Fig. 1: run 1, track usage over the die
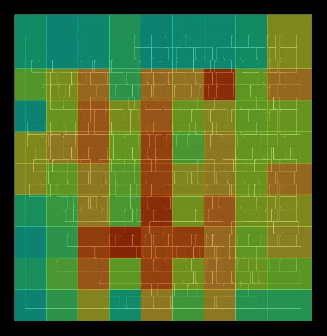
Fig. 2: run 1, where the registers sit
Drawn at 4 px/um.
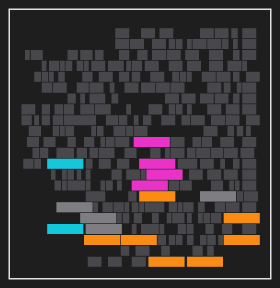
Fig. 3: run 1, routed metal, one colour a layer
Drawn at 6 px/um.
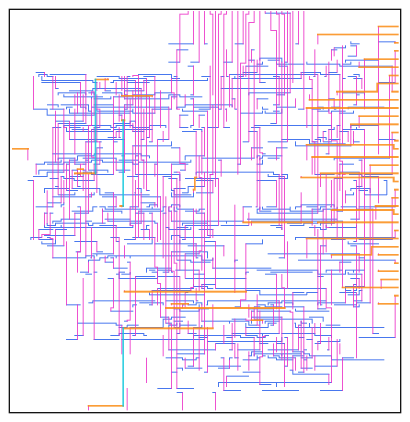
$ cat src/rtl/uart_tx_arbiter.sv
// Packet-granular round-robin arbiter for one UART TX FIFO write port; one idle cycle arbitrates, then bytes pass combinationally.
// Backpressure: fifo_full gates req_ready/fifo_wr_en of the owner; the grant is held until last or the length guard.
module uart_tx_arbiter #(
  parameter int NUM_REQ       = 4,
  parameter int DATA_BITS     = 8,
  parameter int MAX_PKT_BYTES = 64
) (
  input  logic                         clk,
  input  logic                         rstn,
  input  logic [NUM_REQ*DATA_BITS-1:0] req_data,
  input  logic [NUM_REQ-1:0]           req_valid,
  input  logic [NUM_REQ-1:0]           req_last,
  output logic [NUM_REQ-1:0]           req_ready,
  output logic [DATA_BITS-1:0]         fifo_din,
  output logic                         fifo_wr_en,
  input  logic                         fifo_full,
  output logic [NUM_REQ-1:0]           grant,
  output logic                         busy,
  output logic                         truncated
);

  localparam int PTR_W = $clog2(NUM_REQ);
  localparam int CNT_W = (MAX_PKT_BYTES > 0) ? $clog2(MAX_PKT_BYTES + 1) : 1;
  localparam logic [CNT_W-1:0] MAX_CNT  = CNT_W'(MAX_PKT_BYTES);
  localparam logic [PTR_W-1:0] LAST_IDX = PTR_W'(NUM_REQ - 1);

  typedef enum logic {S_IDLE, S_SEND} state_t;

  state_t               r_state, w_state_nxt;
  logic [NUM_REQ-1:0]   r_grant, w_grant_nxt;
  logic [PTR_W-1:0]     r_gidx, w_gidx_nxt;
  logic [PTR_W-1:0]     r_rr_ptr, w_rr_nxt;
  logic [CNT_W-1:0]     r_byte_cnt, w_cnt_nxt, w_cnt_inc;
  logic                 r_trunc, w_trunc_nxt;
  logic                 w_valid_g, w_last_g, w_accept, w_guard_hit, w_found;
  logic [PTR_W-1:0]     w_cand, w_win;

  function automatic logic [PTR_W-1:0] wrap_inc(input logic [PTR_W-1:0] idx);
    return (idx == LAST_IDX) ? '0 : idx + 1'b1;
  endfunction

  // r_grant is non-zero only in SEND, so an all-zero grant forces din/valid/last to 0.
  always_comb begin
    fifo_din  = '0;
    w_valid_g = 1'b0;
    w_last_g  = 1'b0;
    for (int i = 0; i < NUM_REQ; i++) begin
      if (r_grant[i]) begin
        fifo_din  = req_data[i*DATA_BITS +: DATA_BITS];
        w_valid_g = req_valid[i];
        w_last_g  = req_last[i];
      end
    end
  end

  assign req_ready   = r_grant & {NUM_REQ{~fifo_full}};
  assign fifo_wr_en  = w_valid_g & ~fifo_full;
  assign w_accept    = fifo_wr_en;
  assign w_cnt_inc   = r_byte_cnt + 1'b1;
  assign w_guard_hit = (MAX_PKT_BYTES > 0) && (w_cnt_inc == MAX_CNT);

  always_comb begin
    w_state_nxt = r_state;
    w_grant_nxt = r_grant;
    w_gidx_nxt  = r_gidx;
    w_rr_nxt    = r_rr_ptr;
    w_cnt_nxt   = r_byte_cnt;
    w_trunc_nxt = 1'b0;
    w_found     = 1'b0;
    w_win       = r_rr_ptr;
    w_cand      = r_rr_ptr;
    case (r_state)
      S_IDLE: begin
        for (int k = 0; k < NUM_REQ; k++) begin
          if (!w_found && req_valid[w_cand]) begin
            w_found = 1'b1;
            w_win   = w_cand;
          end
          w_cand = wrap_inc(w_cand);
        end
        if (w_found) begin
          w_state_nxt = S_SEND;
          w_grant_nxt = NUM_REQ'(1) << w_win;
          w_gidx_nxt  = w_win;
          w_cnt_nxt   = '0;
        end
      end
      S_SEND: begin
        if (w_accept) begin
          w_cnt_nxt = w_cnt_inc;
          // A last byte that also fills the guard is an ordinary packet end.
          if (w_last_g || w_guard_hit) begin
            w_state_nxt = S_IDLE;
            w_grant_nxt = '0;
            w_rr_nxt    = wrap_inc(r_gidx);
            w_trunc_nxt = ~w_last_g;
          end
        end
      end
      default: begin
        w_state_nxt = S_IDLE;
        w_grant_nxt = '0;
      end
    endcase
  end

  always_ff @(posedge clk or negedge rstn) begin
    if (!rstn) begin
      r_state    <= S_IDLE;
      r_grant    <= '0;
      r_gidx     <= '0;
      r_rr_ptr   <= '0;
      r_byte_cnt <= '0;
      r_trunc    <= 1'b0;
    end else begin
      r_state    <= w_state_nxt;
      r_grant    <= w_grant_nxt;
      r_gidx     <= w_gidx_nxt;
      r_rr_ptr   <= w_rr_nxt;
      r_byte_cnt <= w_cnt_nxt;
      r_trunc    <= w_trunc_nxt;
    end
  end

  assign grant     = r_grant;
  assign busy      = (r_state == S_SEND);
  assign truncated = r_trunc;

endmodule

$ cat config.mk
export PLATFORM = sky130hd
export DESIGN_NAME = uart_tx_arbiter
export DESIGN_NICKNAME = d
export VERILOG_FILES = /design/src/rtl/uart_tx_arbiter.sv
export SDC_FILE = /design/constraint.sdc
export NUM_CORES = 1
export LEC_CHECK = 0
export CORE_AREA = 2 2 63 65
export DETAILED_ROUTE_END_ITERATION = 10
export DIE_AREA = 0 0 65 67
export PLACE_DENSITY = 0.79
export SYNTH_ARGS = -nofsm -noshare
export SYNTH_HDL_FRONTEND = slang
export SYNTH_SLANG_ARGS = --single-unit
$ cat constraint.sdc
create_clock -name clk -period 3.7 [get_ports clk]
set_clock_uncertainty 0.2 [all_clocks]
set_input_delay 0.74 -clock clk [delete_from_list [all_inputs] [get_ports clk]]
set_output_delay 0.74 -clock clk [all_outputs]
set_load 0.005 [all_outputs]
==> qor.yml, run 1 <==
routing:
  wl_per_cell_um: 14.8
  antenna_left: 0
  drt-initial-drc-count: 103
  drc: 0
floorplan:
  fp.dieW_um: 65
  io_pins: 62
  core_region_area_sq_mm: 0.00361
synthesis:
  syn_area_sq_mm: 0.00156
  avgSynthCellArea_sq_um: 7.80
  ys_cells: 200
  area_leaders: "dfrtp_1 27%, o21ai_0 6.7%, nand2_1 5.3%, a221o_1 5.1%, mux2i_1 3.2%"
  top_cell_area_share_pct: 27.3
  post-synth-top-count-cell: "nand2_1"
  netlist-cell-type-count: 51
  edf_count: 0
hold_path:
  holdPathEnd: "r_byte_cnt[0]"
  hold_path.class: "flip-flop to flip-flop"
placement:
  place.gp.congestion: 0.896
  dp_hpwl_um: 3470
sta:
  slew_headroom_pct: 50.9
  fin_ws_ns: 0.250
  maxSlewViolCount: 0
worst_setup_path:
  slowest_stage: "clkdlybuf4s50_1"
  endpoint: "fifo_wr_en"
  reg2reg_slack_ns: 0.67
  crit_path_end_kind: "output pin"
  critical_path.cell_chain: "clkdlybuf4s50_1, nand3b_1, a311o_1, a21oi_1, clkdlybuf4s50_1"
global_routing:
  grt_pass1_wl_um: 7310
  gr-usage-met1_pct: 25.7
status:
  status: "completed"
clocking:
  cts-root-buf: "clkbuf_8"
  cts_tree: "built"
final_layout:
  diodes: 0
  fin_util_pct: 62.9
  design_area_sq_mm: 0.00227
job:
  drv_cap: 0
power_and_ir_drop:
  sequentialPowerShare_pct: 20.5
  switching_share_pct: 44.0
-- Fig. 1 (at the start) --
GRT Resource Usage Total: 21.4%
met2 usage in global routing: 38.1%

-- Fig. 2 (at the start) --
colour	name in the netlist	flops
magenta	grant	4
orange	r_byte_cnt	7
cyan	r_rr_ptr	2
not coloured	4

-- Fig. 3 (at the start) --
colour	layer	wire length
magenta	met2	2230 um
orange	met3	327 um
blue	met1	1940 um
cyan	met4	42.8 um

==> run 1: cells by family (layout without fill, tap and decap cells) <==
family | Yosys count | count (layout) | synth area share (%)
AND/OR/NAND/NOR | 71 | 71 | 23.2
buffers and inverters | 26 | 84 | 7.30
XOR/XNOR | 1 | 1 | 0.561
multiplexers | 8 | 8 | 6.09
AND-OR/OR-AND | 74 | 74 | 33.2
flip-flops | 17 | 17 | 27.3
adder cells (fa/ha/maj) | 3 | 3 | 2.41
==> run 1: per-layer routing <==
metal	share of wire [%]	up-vias	wire [um]
met1	43	787	1940
met4	0.93	0	42
met5	0	-	0
met2	49	60	2230
li1	-	869	-
met3	7.2	6	326
==> run 1: flip-flops by register name, summed over array words and instances (netlist names) <==
register	flops
busy	1
r_gidx	2
r_rr_ptr	2
truncated	1
grant	4
r_byte_cnt	7
==> run 1: final cells by class <==
| type | count | area [sq um] |
|---|---|---|
| fillers | 334 | 1340 |
| multi-input cells | 157 | 1020 |
| repair buffers | 70 | 678 |
| flip-flops and latches | 17 | 425 |
| well taps | 48 | 60.1 |
| clock buffers | 4 | 45.0 |
| inverters | 10 | 37.5 |
==> run 1: critical path: cells and delay by family <==
kind / cells / cell delay, ns
AOI/OAI and AO/OA: 2 / 0.65
buffers and inverters: 2 / 1.03
and+or+nand+nor: 1 / 0.08
==> run 1: power by group through the flow <==
stage	logic [mW]	clock network, mW	registers (mW)
6_report	1.21	0.140	0.347
5_1_grt	1.35	0.152	0.363
4_1_cts	1.21	0.143	0.347
3_5_place_dp	1.21	0	0.350
3_3_place_gp	1.18	0	0.345
2_1_floorplan	0.828	0	0.314
==> run 1: per-stage QoR <==
step,hold slack [ns],instances
CTS,0.323,306
floorplan,0.244,200
global placement,0.309,302
detailed placement,0.314,302
global route,0.360,306
finish,0.317,306
Fig. 4: run 1, I/O pins on the die edge
Drawn at 4 px/um. Pins as bars across the die edge, other pins in grey.
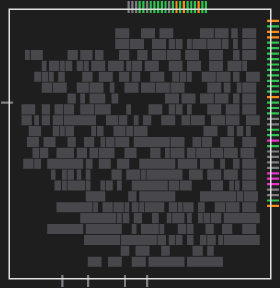

--- run 2 (diff from run 1) ---
--- a/config.mk
+++ b/config.mk
@@ -6,6 +6,7 @@
 export NUM_CORES = 1
 export LEC_CHECK = 0
 export CORE_AREA = 2 2 63 65
+export CTS_CLUSTER_DIAMETER = 100
 export DETAILED_ROUTE_END_ITERATION = 10
 export DIE_AREA = 0 0 65 67
 export PLACE_DENSITY = 0.79
==> constraint.sdc (replaced) <==
create_clock -name clk -period 3.4 [get_ports clk]
set_clock_uncertainty 0.2 [all_clocks]
set_input_delay 0.68 -clock clk [delete_from_list [all_inputs] [get_ports clk]]
set_output_delay 0.68 -clock clk [all_outputs]
set_load 0.005 [all_outputs]
Fig. 5: run 2, I/O pins on the die edge
Drawn at 4 px/um. Pins as bars across the die edge, other pins in grey.
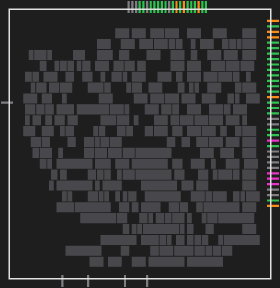
colour	port	pins	direction	edge
orange	fifo_din	8	output	5 right, 3 top
magenta	grant	4	output	right
green	req_data	32	input	18 right, 14 top

Fig. 6: run 2, I/O nets highlighted
Drawn at 6 px/um.
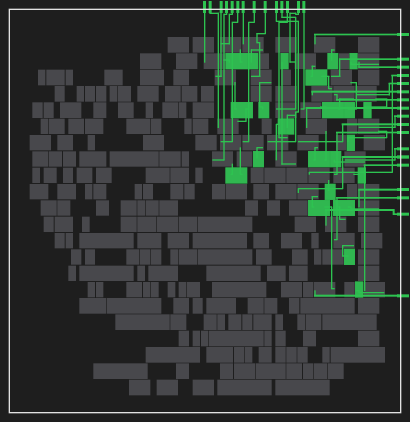
colour	port	bits	direction	end cells	buffers	wire
green	req_data	32	input	24	32	682 um

==> run 2 against run 1 <==
Against the previous run: register-to-register slack got worse by 0.27 ns; non-clock buffer count increased by 1; critical endpoint unchanged; routed wire length down 0.64%; die area unchanged; synthesized cell count stayed put; critical path depth is the same; hold slack improved by 0.022 ns.
==> qor.yml, run 2 <==
clocking:
  cts_tree: "built"  # unchanged
  cts-root-buf: "clkbuf_8"  # unchanged
  cts_resized: 0  # unchanged
  insertion_delay_ns: 0.25  # about the same
  clockBufferDepth: 2  # unchanged
synthesis:
  top_cells_by_count: "22 x nand2_1, 21 x o21ai_0, 17 x dfrtp_1, 12 x nor2_1, 10 x inv_1"  # unchanged
  edf_count: 0  # unchanged
  ys_cells: 200  # unchanged
  area_leaders: "dfrtp_1 27%, o21ai_0 6.7%, nand2_1 5.3%, a221o_1 5.1%, mux2i_1 3.2%"  # unchanged
  syn_area_sq_mm: 0.00156  # unchanged
  top_cell_area_share_pct: 27.3  # unchanged
  post-synth-top-count-cell: "nand2_1"  # unchanged
  netlist-cell-type-count: 51  # unchanged
  avgSynthCellArea_sq_um: 7.80  # unchanged
final_layout:
  fill_cells: 326  # was 334
  seq_area_sq_um: 425  # unchanged
  finalNonFillerCells: 307  # was 306
  fin_util_pct: 63.2  # was 62.9%
  largest-register: "r_byte_cnt"  # unchanged
  layout.area.comb_sq_mm: 0.00102  # unchanged
  largest_reg_flops: 7  # unchanged
power_and_ir_drop:
  p_seq_uw: 386  # was 347 uW
  sequentialPowerShare_pct: 20.8  # was 20.5%
  switching_share_pct: 44.0  # about the same
  powerClk_uw: 155  # was 140 uW
  pg_comb_mw: 1.31  # was 1.21 mW
  power.group.top: "combinational logic"  # unchanged
  power.share.clock_pct: 8.4  # was 8.3%
sta:
  maxSlewViolCount: 0  # unchanged
  slew_headroom_pct: 51.1  # was 50.9%
  rsz0062_at_grt: "false"  # unchanged
  tns_ns: 0  # unchanged
  hold_ws_ns: 0.339  # was 0.317 ns
  finalCritPeriodShare_pct: 97.2
routing:
  met2_wirelength_um: 2290  # was 2230 um
  antenna_left: 0  # unchanged
  wl_met3_um: 268  # was 326 um
  drt-initial-drc-count: 60  # was 103
  wl_per_cell_um: 14.7  # was 14.8 um
  top_layer: "met4"  # unchanged
  drt-met1-wl_um: 1940  # about the same
  drc: 0  # unchanged
floorplan:
  fp.dieW_um: 65  # unchanged
  fp_util_pct: 43.3  # unchanged
  io_pins: 62  # unchanged
  core_region_area_sq_mm: 0.00361  # unchanged
worst_setup_path:
  cp.arrival_ns: 2.42  # was 2.51 ns
  critPathMaxFanout: 3  # unchanged
  critical_path.cell_chain: "clkdlybuf4s50_1, nand3b_1, a311o_1, a21oi_1, clkdlybuf4s50_1"  # unchanged
  reg2reg_slack_ns: 0.40  # was 0.67 ns
  crit_path_end_kind: "output pin"  # unchanged
  rr_endpoint: "grant[3]"  # was grant[2]
  slowest_stage: "clkdlybuf4s50_1"  # unchanged
placement:
  place.gp.congestion: 0.863  # was 0.896
  dp.cells: 303  # was 302
  io_buffers: 61  # unchanged
  dp_hpwl_um: 3480  # was 3470 um
global_routing:
  globalRouteTotalUtil_pct: 20.6  # was 21.4%
  grt_pass1_wl_um: 7120  # was 7310 um
hold_path:
  holdPathEnd: "r_byte_cnt[0]"  # unchanged
  hold_path.class: "flip-flop to flip-flop"  # unchanged
job:
  warning_count: 26  # unchanged
  drv_cap: 0  # unchanged
status:
  status: "completed"  # unchanged
run 2: cell counts after synthesis:
Identical to the previous run, type by type.
run 2: kinds of logic (layout without fill, tap and decap cells):
kind of cell	after synthesis	after routing	share of synthesized area, %
simple gates	71	71	23.2
buf+inv	26	85	7.30
mux	8	8	6.09
flops	17	17	27.3
fa+ha+maj	3	3	2.41
compound gates	74	74	33.2
xor+xnor	1	1	0.561
run 2: routing by layer:
| layer | up-vias | track usage, % |
|---|---|---|
| li1 | 870 | - |
| met1 | 787 | 24.1 |
| met2 | 50 | 38.8 |
| met3 | 2 | 4.56 |
| met4 | 0 | 3.19 |
| met5 | - | 0 |
run 2: area by class of cell:
cell class	instances	area share (%)
inverter	10	1.65
timing repair buffer	71	30.1
clock inverter	1	0.329
sequential	17	18.7
multi-input combinational	157	44.8
clock buffer	3	1.81
tap	48	2.64
run 2: worst max-delay path: cells and delay by family:
kind	cells	cell delay, ns
compound gates	2	0.64
buf+inv	2	1.03
simple gates	1	0.08
run 2: through the flow:
stage | setup WS [ns] | instance area, sq um
after global placement | 0.0835 | 2230
final | 0.0951 | 2280
after CTS | 0.0746 | 2280
after global routing | 0.0307 | 2280
after floorplan | 0.827 | 1560
after detailed placement | 0.0719 | 2230
run 2: worst max path at each step:
| stage | start | to | slack (ns) | cells past startpoint |
|---|---|---|---|---|
| global placement | req_valid[0] | fifo_wr_en | 0.08 | 5 |
| detailed placement | req_valid[0] | fifo_wr_en | 0.07 | 5 |
| finish | req_valid[0] | fifo_wr_en | 0.1 | 5 |
| floorplan | r_rr_ptr[0] | grant[2] | 0.83 | 9 |
| global route | req_valid[0] | fifo_wr_en | 0.03 | 5 |
| CTS | req_valid[0] | fifo_wr_en | 0.07 | 5 |
Power and IR drop assume default switching activity.
